File: src/rtl/i2c_transaction_sequencer.sv
// Register-level I2C transaction sequencer: expands a read/write command into
// bit operations for the bit engine, runs it under a watchdog, and returns one response.
package i2c_core_pkg;
  typedef enum logic [2:0] {
    BIT_OP_START  = 3'd0,
    BIT_OP_STOP   = 3'd1,
    BIT_OP_TX_0   = 3'd2,
    BIT_OP_TX_1   = 3'd3,
    BIT_OP_RX     = 3'd4,
    BIT_OP_RX_ACK = 3'd5,
    BIT_OP_RS     = 3'd6
  } bit_op_t;

  typedef struct packed {
    logic        rw;
    logic [6:0]  dev_addr;
    logic [7:0]  reg_addr;
    logic [15:0] wr_data;
    logic        two_bytes;
  } i2c_cmd_t;
endpackage

module i2c_transaction_sequencer
  import i2c_core_pkg::*;
#(
  parameter int unsigned TIMEOUT_CYCLES = 2**20
) (
  input  logic        clk_i,
  input  logic        arstn_i,
  input  logic        cmd_valid_i,
  output logic        cmd_ready_o,
  input  logic        cmd_rw_i,
  input  logic [6:0]  cmd_dev_addr_i,
  input  logic [7:0]  cmd_reg_addr_i,
  input  logic [15:0] cmd_wr_data_i,
  input  logic        cmd_two_bytes_i,
  output logic        resp_valid_o,
  input  logic        resp_ready_i,
  output logic [15:0] resp_rd_data_o,
  output logic        resp_error_o,
  output bit_op_t     bit_op_o,
  output logic        push_bit_op_o,
  output logic        start_o,
  input  logic        busy_i,
  input  logic        done_i,
  input  logic        error_i,
  input  logic        rx_bit_i,
  input  logic        rx_bit_queue_empty_i,
  output logic        pull_rx_bit_o
);

  localparam int unsigned WD_W   = (TIMEOUT_CYCLES > 2) ? $clog2(TIMEOUT_CYCLES) : 2;
  localparam int unsigned IDX_W  = 6;
  localparam int unsigned RXC_W  = 5;
  localparam int unsigned DATA_W = 16;

  typedef enum logic [2:0] {S_IDLE, S_LOAD, S_KICK, S_WAIT, S_COLLECT, S_RESP} state_t;

  function automatic bit_op_t tx_bit(input logic b);
    return b ? BIT_OP_TX_1 : BIT_OP_TX_0;
  endfunction

  // Op at list position i; positions 0..17 (address + register phase) are shared by reads and writes.
  function automatic bit_op_t op_at(input i2c_cmd_t c, input logic [IDX_W-1:0] i);
    bit_op_t    op;
    logic [7:0] b0;
    b0 = c.two_bytes ? c.wr_data[15:8] : c.wr_data[7:0];
    if (i < 6'd7)                      op = tx_bit(c.dev_addr[3'(6'd6 - i)]);
    else if (i == 6'd7)                op = BIT_OP_TX_0;
    else if (i == 6'd8 || i == 6'd17)  op = BIT_OP_RX_ACK;
    else if (i < 6'd17)                op = tx_bit(c.reg_addr[3'(6'd16 - i)]);
    else if (!c.rw) begin
      if (i == 6'd26 || i == 6'd35)    op = BIT_OP_RX_ACK;
      else if (i < 6'd26)              op = tx_bit(b0[3'(6'd25 - i)]);
      else                             op = tx_bit(c.wr_data[3'(6'd34 - i)]);
    end else begin
      if (i == 6'd18)                  op = BIT_OP_RS;
      else if (i < 6'd26)              op = tx_bit(c.dev_addr[3'(6'd25 - i)]);
      else if (i == 6'd26)             op = BIT_OP_TX_1;
      else if (i == 6'd27)             op = BIT_OP_RX_ACK;
      else if (i == 6'd36)             op = tx_bit(!c.two_bytes);
      else if (i == 6'd45)             op = BIT_OP_TX_1;
      else                             op = BIT_OP_RX;
    end
    return op;
  endfunction

  function automatic logic [IDX_W-1:0] last_idx(input i2c_cmd_t c);
    case ({c.rw, c.two_bytes})
      2'b00:   return 6'd26;
      2'b01:   return 6'd35;
      2'b10:   return 6'd36;
      default: return 6'd45;
    endcase
  endfunction

  logic [1:0]        rst_sync_q;
  logic              rst_n;
  state_t            state_q, state_d;
  i2c_cmd_t          cmd_q, cmd_d;
  logic [IDX_W-1:0]  idx_q, idx_d;
  logic [WD_W-1:0]   wd_q, wd_d;
  logic [RXC_W-1:0]  rx_cnt_q, rx_cnt_d;
  logic [DATA_W-1:0] rx_shift_q, rx_shift_d, rx_shift_n;
  logic [DATA_W-1:0] resp_data_q, resp_data_d;
  logic              resp_error_q, resp_error_d, resp_valid_q, resp_valid_d;
  logic              push_q, push_d, start_q, start_d;
  bit_op_t           bit_op_q, bit_op_d;
  logic              cmd_hs, pull, timeout;

  // Reset asserts asynchronously, releases two edges after arstn_i rises.
  always_ff @(posedge clk_i or negedge arstn_i) begin
    if (!arstn_i) rst_sync_q <= 2'b00;
    else          rst_sync_q <= {rst_sync_q[0], 1'b1};
  end
  assign rst_n = rst_sync_q[1];

  // Ready and pull are handshake-qualified by the current cycle's inputs, so they stay combinational.
  assign cmd_ready_o   = rst_n && (state_q == S_IDLE) && !busy_i;
  assign cmd_hs        = cmd_valid_i && cmd_ready_o;
  assign pull          = (state_q == S_COLLECT) && !rx_bit_queue_empty_i;
  assign pull_rx_bit_o = pull;
  assign timeout       = (wd_q >= WD_W'(TIMEOUT_CYCLES - 1));

  always_comb begin
    state_d      = state_q;
    cmd_d        = cmd_q;
    idx_d        = idx_q;
    wd_d         = wd_q;
    rx_cnt_d     = rx_cnt_q;
    rx_shift_d   = rx_shift_q;
    resp_data_d  = resp_data_q;
    resp_error_d = resp_error_q;
    rx_shift_n   = {rx_shift_q[DATA_W-2:0], rx_bit_i};

    unique case (state_q)
      S_IDLE: if (cmd_hs) begin
        cmd_d.rw        = cmd_rw_i;
        cmd_d.dev_addr  = cmd_dev_addr_i;
        cmd_d.reg_addr  = cmd_reg_addr_i;
        cmd_d.wr_data   = cmd_wr_data_i;
        cmd_d.two_bytes = cmd_two_bytes_i;
        idx_d      = '0;
        wd_d       = '0;
        rx_cnt_d   = '0;
        rx_shift_d = '0;
        state_d    = S_LOAD;
      end
      S_LOAD: begin
        if (idx_q == last_idx(cmd_q)) state_d = S_KICK;
        else                          idx_d   = idx_q + IDX_W'(1);
      end
      S_KICK: begin
        wd_d    = wd_q + WD_W'(1);
        state_d = S_WAIT;
      end
      S_WAIT: begin
        if (done_i && !error_i && cmd_q.rw) begin
          state_d = S_COLLECT;
        end else if (done_i || timeout) begin
          resp_error_d = error_i || !done_i;
          resp_data_d  = '0;
          state_d      = S_RESP;
        end else begin
          wd_d = wd_q + WD_W'(1);
        end
      end
      S_COLLECT: begin
        if (pull && rx_cnt_q == (cmd_q.two_bytes ? RXC_W'(15) : RXC_W'(7))) begin
          resp_error_d = 1'b0;
          resp_data_d  = rx_shift_n;
          state_d      = S_RESP;
        end else if (timeout) begin
          resp_error_d = 1'b1;
          resp_data_d  = '0;
          state_d      = S_RESP;
        end else begin
          wd_d = wd_q + WD_W'(1);
          if (pull) begin
            rx_shift_d = rx_shift_n;
            rx_cnt_d   = rx_cnt_q + RXC_W'(1);
          end
        end
      end
      S_RESP: if (resp_ready_i) begin
        resp_data_d  = '0;
        resp_error_d = 1'b0;
        state_d      = S_IDLE;
      end
      default: state_d = S_IDLE;
    endcase

    // Registered outputs follow the next state so they line up with the state they belong to.
    push_d       = (state_d == S_LOAD);
    start_d      = (state_d == S_KICK);
    resp_valid_d = (state_d == S_RESP);
    bit_op_d     = push_d ? op_at(cmd_d, idx_d) : BIT_OP_START;
  end

  always_ff @(posedge clk_i or negedge rst_n) begin
    if (!rst_n) begin
      state_q      <= S_IDLE;
      cmd_q        <= '0;
      idx_q        <= '0;
      wd_q         <= '0;
      rx_cnt_q     <= '0;
      rx_shift_q   <= '0;
      resp_data_q  <= '0;
      resp_error_q <= 1'b0;
      resp_valid_q <= 1'b0;
      push_q       <= 1'b0;
      start_q      <= 1'b0;
      bit_op_q     <= BIT_OP_START;
    end else begin
      state_q      <= state_d;
      cmd_q        <= cmd_d;
      idx_q        <= idx_d;
      wd_q         <= wd_d;
      rx_cnt_q     <= rx_cnt_d;
      rx_shift_q   <= rx_shift_d;
      resp_data_q  <= resp_data_d;
      resp_error_q <= resp_error_d;
      resp_valid_q <= resp_valid_d;
      push_q       <= push_d;
      start_q      <= start_d;
      bit_op_q     <= bit_op_d;
    end
  end

  assign resp_valid_o   = resp_valid_q;
  assign resp_rd_data_o = resp_data_q;
  assign resp_error_o   = resp_error_q;
  assign push_bit_op_o  = push_q;
  assign start_o        = start_q;
  assign bit_op_o       = bit_op_q;

endmodule

File: config.mk
export PLATFORM = sky130hd
export DESIGN_NAME = i2c_transaction_sequencer
export DESIGN_NICKNAME = d
export VERILOG_FILES = /design/src/rtl/i2c_transaction_sequencer.sv
export SDC_FILE = /design/constraint.sdc
export NUM_CORES = 1
export LEC_CHECK = 0
export CAP_MARGIN = 10
export CORE_MARGIN = 2
export CORE_UTILIZATION = 58
export CTS_BUF_LIST = sky130_fd_sc_hd__clkbuf_8
export CTS_CLUSTER_SIZE = 10
export DETAILED_ROUTE_END_ITERATION = 10
export PLACE_DENSITY = 0.82
export SLEW_MARGIN = 15
export SYNTH_ARGS = -nofsm -noshare
export SYNTH_HDL_FRONTEND = slang
export SYNTH_SLANG_ARGS = --single-unit
File: constraint.sdc
create_clock -name clk_i -period 4.6 [get_ports clk_i]
set_input_delay 0.92 -clock clk_i [delete_from_list [all_inputs] [get_ports clk_i]]
set_output_delay 0.92 -clock clk_i [all_outputs]
set_load 0.03 [all_outputs]
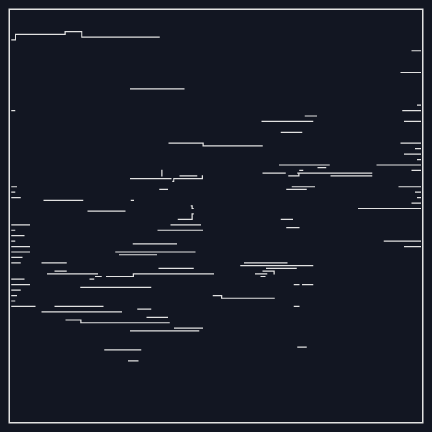
Fig. 1. Metal 3 (run 1).
Drawn at 4 px/um.
- wire length on this layer: 641 um
- share of all routed wire: 4.9%
- longest straight run: 22.1 um
- nets with wire on the layer: 81

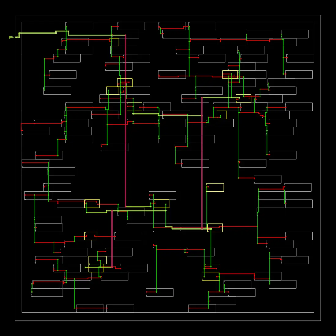
Fig. 2. Clock nets (run 1).
# clk buffers: 9
number of CTS-inserted buffers: 9
FF+latch count: 107

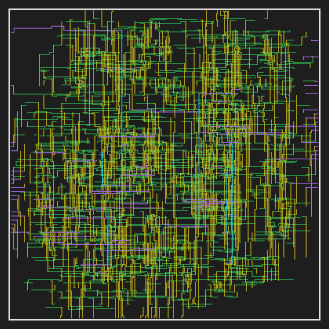
Fig. 3. Routed metal, one color a layer (run 1).
Drawn at 3 px/um.
- green: met1 (wire length 5760 um)
- cyan: met4 (wire length 220 um)
- purple: met3 (wire length 641 um)
- yellow: met2 (wire length 6420 um)

==> results.json, run 1 <==
{
  "status": "finished, final reports clean",
  "nNonClkInverters": 27,
  "tap_cells": 133,
  "rsz0062_at_grt": "false",
  "wl_per_cell_um": 16.3,
  "tns_ns": 0,
  "p_total_uw": 4110,
  "intPower_uw": 2280,
  "synth.net_count": 659,
  "ios": 67,
  "ys.flop_type": "dfrtp_1",
  "rows": 36,
  "largest_register_ffs": 33,
  "cts-root-buf": "clkbuf_8",
  "wl_met1_um": 5760,
  "drive_above_1_share_pct": 8.38,
  "slew_violations": 0,
  "cts_tree": "built",
  "drc": 0,
  "pg_clk_uw": 606,
  "ys_types": 71,
  "chip_area_um2": 10600,
  "clkPwrFrac_pct": 14.8,
  "clk_share_pct": 3.18,
  "whs_ns": 0.194,
  "seq_area_um2": 2680,
  "critical-path-top-delay-family": "AND-OR/OR-AND gates",
  "fp_util_pct": 59.0,
  "yosys-top-cells-count": "nand2_1 (124), dfrtp_1 (107), nor2_1 (45)",
  "clk_latency_ns": 0.40,
  "startpoint": "cmd_q[0]",
  "cts-htree-levels": 3,
  "wl_um": 13000,
  "synth.avg_cell_area_um2": 9.43,
  "crit_chain": "inv_1, ha_1, xor2_1, nor4_4, o21ai_2, o21ai_4, a22o_1, ha_1, inv_1, mux4_1, mux2i_1, nor2_1, o41ai_2, a211oi_2",
  "syn2layout_area_growth_pct": 17.6,
  "synth.cellmix.simpleShare_pct": 20.4,
  "cts_hold_buf": 0,
  "routabilityCongestion": 0.958,
  "fin_crit_ns": 4.19,
  "powerSeq_uw": 1330,
  "cp-end-kind": "flop",
  "met2_length_um": 6420,
  "comb_cells": 441,
  "yosys-top-cells-area": "dfrtp_1 (47%), nand2_1 (8.2%), o21ai_0 (3.3%), mux2i_1 (3.2%), ha_1 (3.1%)",
  "hold_viol": 0,
  "yosysTopAreaCellShare_pct": 47.1,
  "synth.area.mux_share_pct": 6.40,
  "clk_pin_slew_ns": 0.11,
  "synth-xor-area-share_pct": 3.68,
  "dr.pass1.iters": 4,
  "period_used_pct": 91.1,
  "grt_max_degree": 53,
  "die_w_um": 103,
  "power-top-group": "combinational cells",
  "design_area_um2": 6690,
  "fmax_mhz": 239,
  "crit_buf_inv": 2,
  "yosys.stat.seqShare_pct": 47.1,
  "grtUsageTotal_pct": 25.8,
  "top_cell": "nand2_1",
  "tightest_slew_ns": 0.750,
  "leakage_uw": 0.00308,
  "post-dp-hpwl_um": 9410,
  "crit_required_ns": 4.87,
  "drt-initial-drc-count": 300,
  "grt_pass1_vias": 4410,
  "sh_comb_area_pct": 41.6,
  "r2r_setup_slack_ns": 0.41,
  "synth-edff-count": 0,
  "setup_viol_count_final": 0,
  "log.warning_count": 34,
  "die-height_um": 103,
  "drt.antenna.violating_nets": 0,
  "fin_ws_ns": 0.411,
  "rr_startpoint": "cmd_q[0]",
  "grt_pass1_wl_um": 21300,
  "yosys.area.top_type": "dfrtp_1",
  "hold_class": "reg2async",
  "startpoint_type": "flop",
  "fillers": 755,
  "fin_util_pct": 69.4,
  "pg_comb_uw": 2170,
  "cts-resized-gates": 0,
  "critPathSlowestCell": "dfrtp_1",
  "grt.overflow.total": 0,
  "synthArstFlopShare_pct": 100,
  "layout_top_cell": "nand2_1",
  "portBuffers": 66,
  "power_switching_uw": 1820,
  "gr-max-usage-layer": "met2",
  "topCombFamilyByArea": "simple AND/OR/NAND/NOR gates",
  "adder_share_pct": 3.08,
  "use_met2_pct": 42.7,
  "met3_usage_pct": 3.86,
  "regMostFlops": "cmd_q",
  "cts_sinks": 107,
  "worst-setup-path-type": "reg2reg",
  "drt-vias-per-instance": 5.78,
  "vias": 4629,
  "diodes": 0,
  "slew-limit-headroom_pct": 49.9,
  "ys_sh_aoi_pct": 15.3,
  "top_layer": "met4",
  "netlist_area_um2": 5690,
  "crit_end": "bit_op_o[0]",
  "p_seq_share_pct": 32.4,
  "worstPathMaxFanout": 14,
  "r2r_cells": 14,
  "peakVddDrop_mv": 0.477,
  "antenna_found_initial": 0,
  "reg2reg_to": "bit_op_o[0]",
  "layout_top_cells": "nand2_1 (124), dfrtp_1 (106), clkdlybuf4s50_1 (66)",
  "largestClassByArea": "combinational gates",
  "p_per_area_nw_per_um2": 614,
  "synth_cells": 603,
  "critical_path_arrival_ns": 4.46
}
Fig. 4: run 1, clock network drawn from the DEF
Drawn at 4 px/um.
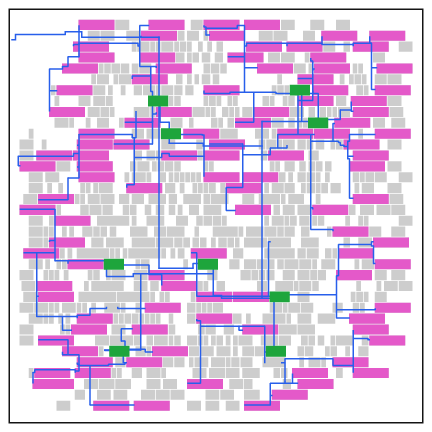

## Run 2: what changed since run 1
--- a/config.mk
+++ b/config.mk
@@ -6,7 +6,7 @@
 export NUM_CORES = 1
 export LEC_CHECK = 0
 export CAP_MARGIN = 10
-export CORE_MARGIN = 2
+export CORE_MARGIN = 1
 export CORE_UTILIZATION = 58
 export CTS_BUF_LIST = sky130_fd_sc_hd__clkbuf_8
 export CTS_CLUSTER_SIZE = 10
@@ -16,3 +16,4 @@
 export SYNTH_ARGS = -nofsm -noshare
 export SYNTH_HDL_FRONTEND = slang
 export SYNTH_SLANG_ARGS = --single-unit
+export TNS_END_PERCENT = 100
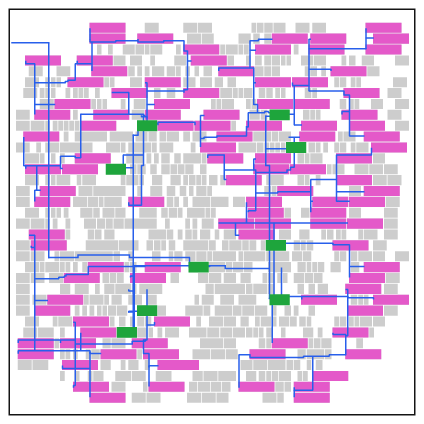
Fig. 5. Clock network drawn from the DEF (run 2).
Drawn at 4 px/um.
- blue: clock wires (length 1210 um)
- magenta: flip-flops (count 107)
- green: cells driving clock nets (count 9)
- flops lie: spread over the die

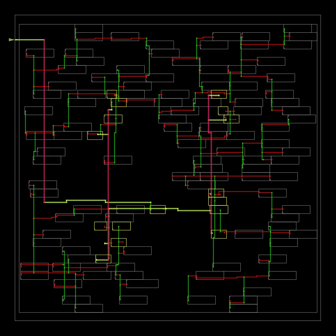
Fig. 6. Clock nets (run 2).
Clock Sink Count: 107
Clock Latency Late Sink: 0.38 ns
Clk power: 597 uW
clock skew: 0.0174 ns

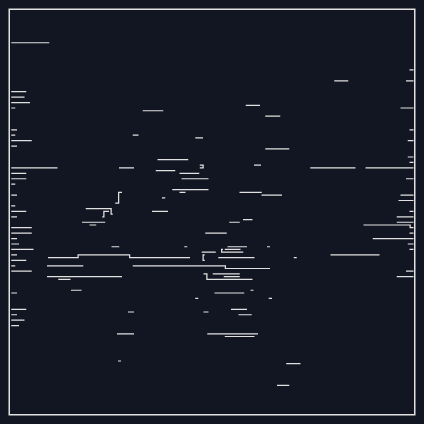
Fig. 7. Metal 3 (run 2).
Drawn at 4 px/um.
GRT met3 Usage: 3.81%
routed wire length: 12800 um
via count: 4702

==> run 2 against run 1 <==
Compared with the run above: global-route usage up 1.8 points; clock power down 1%; count of clock-buffer cells in the layout unchanged; via count up 1.6%; setup slack worse by 0.059 ns; final area unchanged; total power about the same; final cell count down 0.50%; critical path type unchanged; critical endpoint unchanged; largest cell class unchanged; largest power group unchanged.
==> results.json, run 2 <==
{
  "largest_register_ffs": 33,
  "wl_per_cell_um": 16.0,
  "dr.pass1.iters": 5,
  "cts_tree": "built",
  "die-height_um": 101,
  "clkPwrFrac_pct": 14.5,
  "portBuffers": 66,
  "antenna_found_initial": 0,
  "fin_crit_ns": 4.25,
  "num-clock-buffers": 9,
  "tap_cells": 129,
  "p_total_uw": 4110,
  "met2_length_um": 6320,
  "fmax_mhz": 235,
  "crit_required_ns": 4.86,
  "synth.cellmix.simpleShare_pct": 20.4,
  "nNonClkInverters": 27,
  "netlist_area_um2": 5690,
  "crit_chain": "inv_1, ha_1, xor2_1, nor4_4, o21a_1, nor2_1, a22o_1, ha_1, inv_1, mux4_2, mux2i_1, nor2_1, o41ai_2, a211oi_2",
  "leakage_uw": 0.00308,
  "diodes": 0,
  "grt_pass1_wl_um": 22100,
  "power_switching_uw": 1820,
  "slew-limit-headroom_pct": 31.1,
  "power-top-group": "combinational cells",
  "p_per_area_nw_per_um2": 614,
  "die_w_um": 101,
  "rr_startpoint": "cmd_q[0]",
  "clk_pin_slew_ns": 0.11,
  "cp-end-kind": "flop",
  "topCombFamilyByArea": "simple AND/OR/NAND/NOR gates",
  "layout_top_cells": "nand2_1 (124), dfrtp_1 (106), clkdlybuf4s50_1 (66)",
  "synth-edff-count": 0,
  "fillers": 725,
  "grt_pass1_vias": 4714,
  "drt-vias-per-instance": 5.90,
  "slew_violations": 0,
  "synth.area.mux_share_pct": 6.40,
  "setup_viol_count_final": 0,
  "regMostFlops": "cmd_q",
  "sh_comb_area_pct": 41.6,
  "clk_share_pct": 3.26,
  "synth_cells": 603,
  "drt.antenna.violating_nets": 0,
  "rows": 35,
  "synthArstFlopShare_pct": 100,
  "startpoint": "cmd_q[0]",
  "critical-path-top-delay-family": "AND-OR/OR-AND gates",
  "status": "finished, final reports clean",
  "fp_util_pct": 60.7,
  "tns_ns": 0,
  "powerSeq_uw": 1330,
  "yosys-top-cells-count": "nand2_1 (124), dfrtp_1 (107), nor2_1 (45)",
  "p_seq_share_pct": 32.5,
  "hold_viol": 0,
  "crit_buf_inv": 2,
  "largestClassByArea": "combinational gates",
  "cts-resized-gates": 0,
  "ys.flop_type": "dfrtp_1",
  "grtUsageTotal_pct": 27.6,
  "cts-htree-levels": 3,
  "fin_ws_ns": 0.352
}
Power and IR drop assume default switching activity.
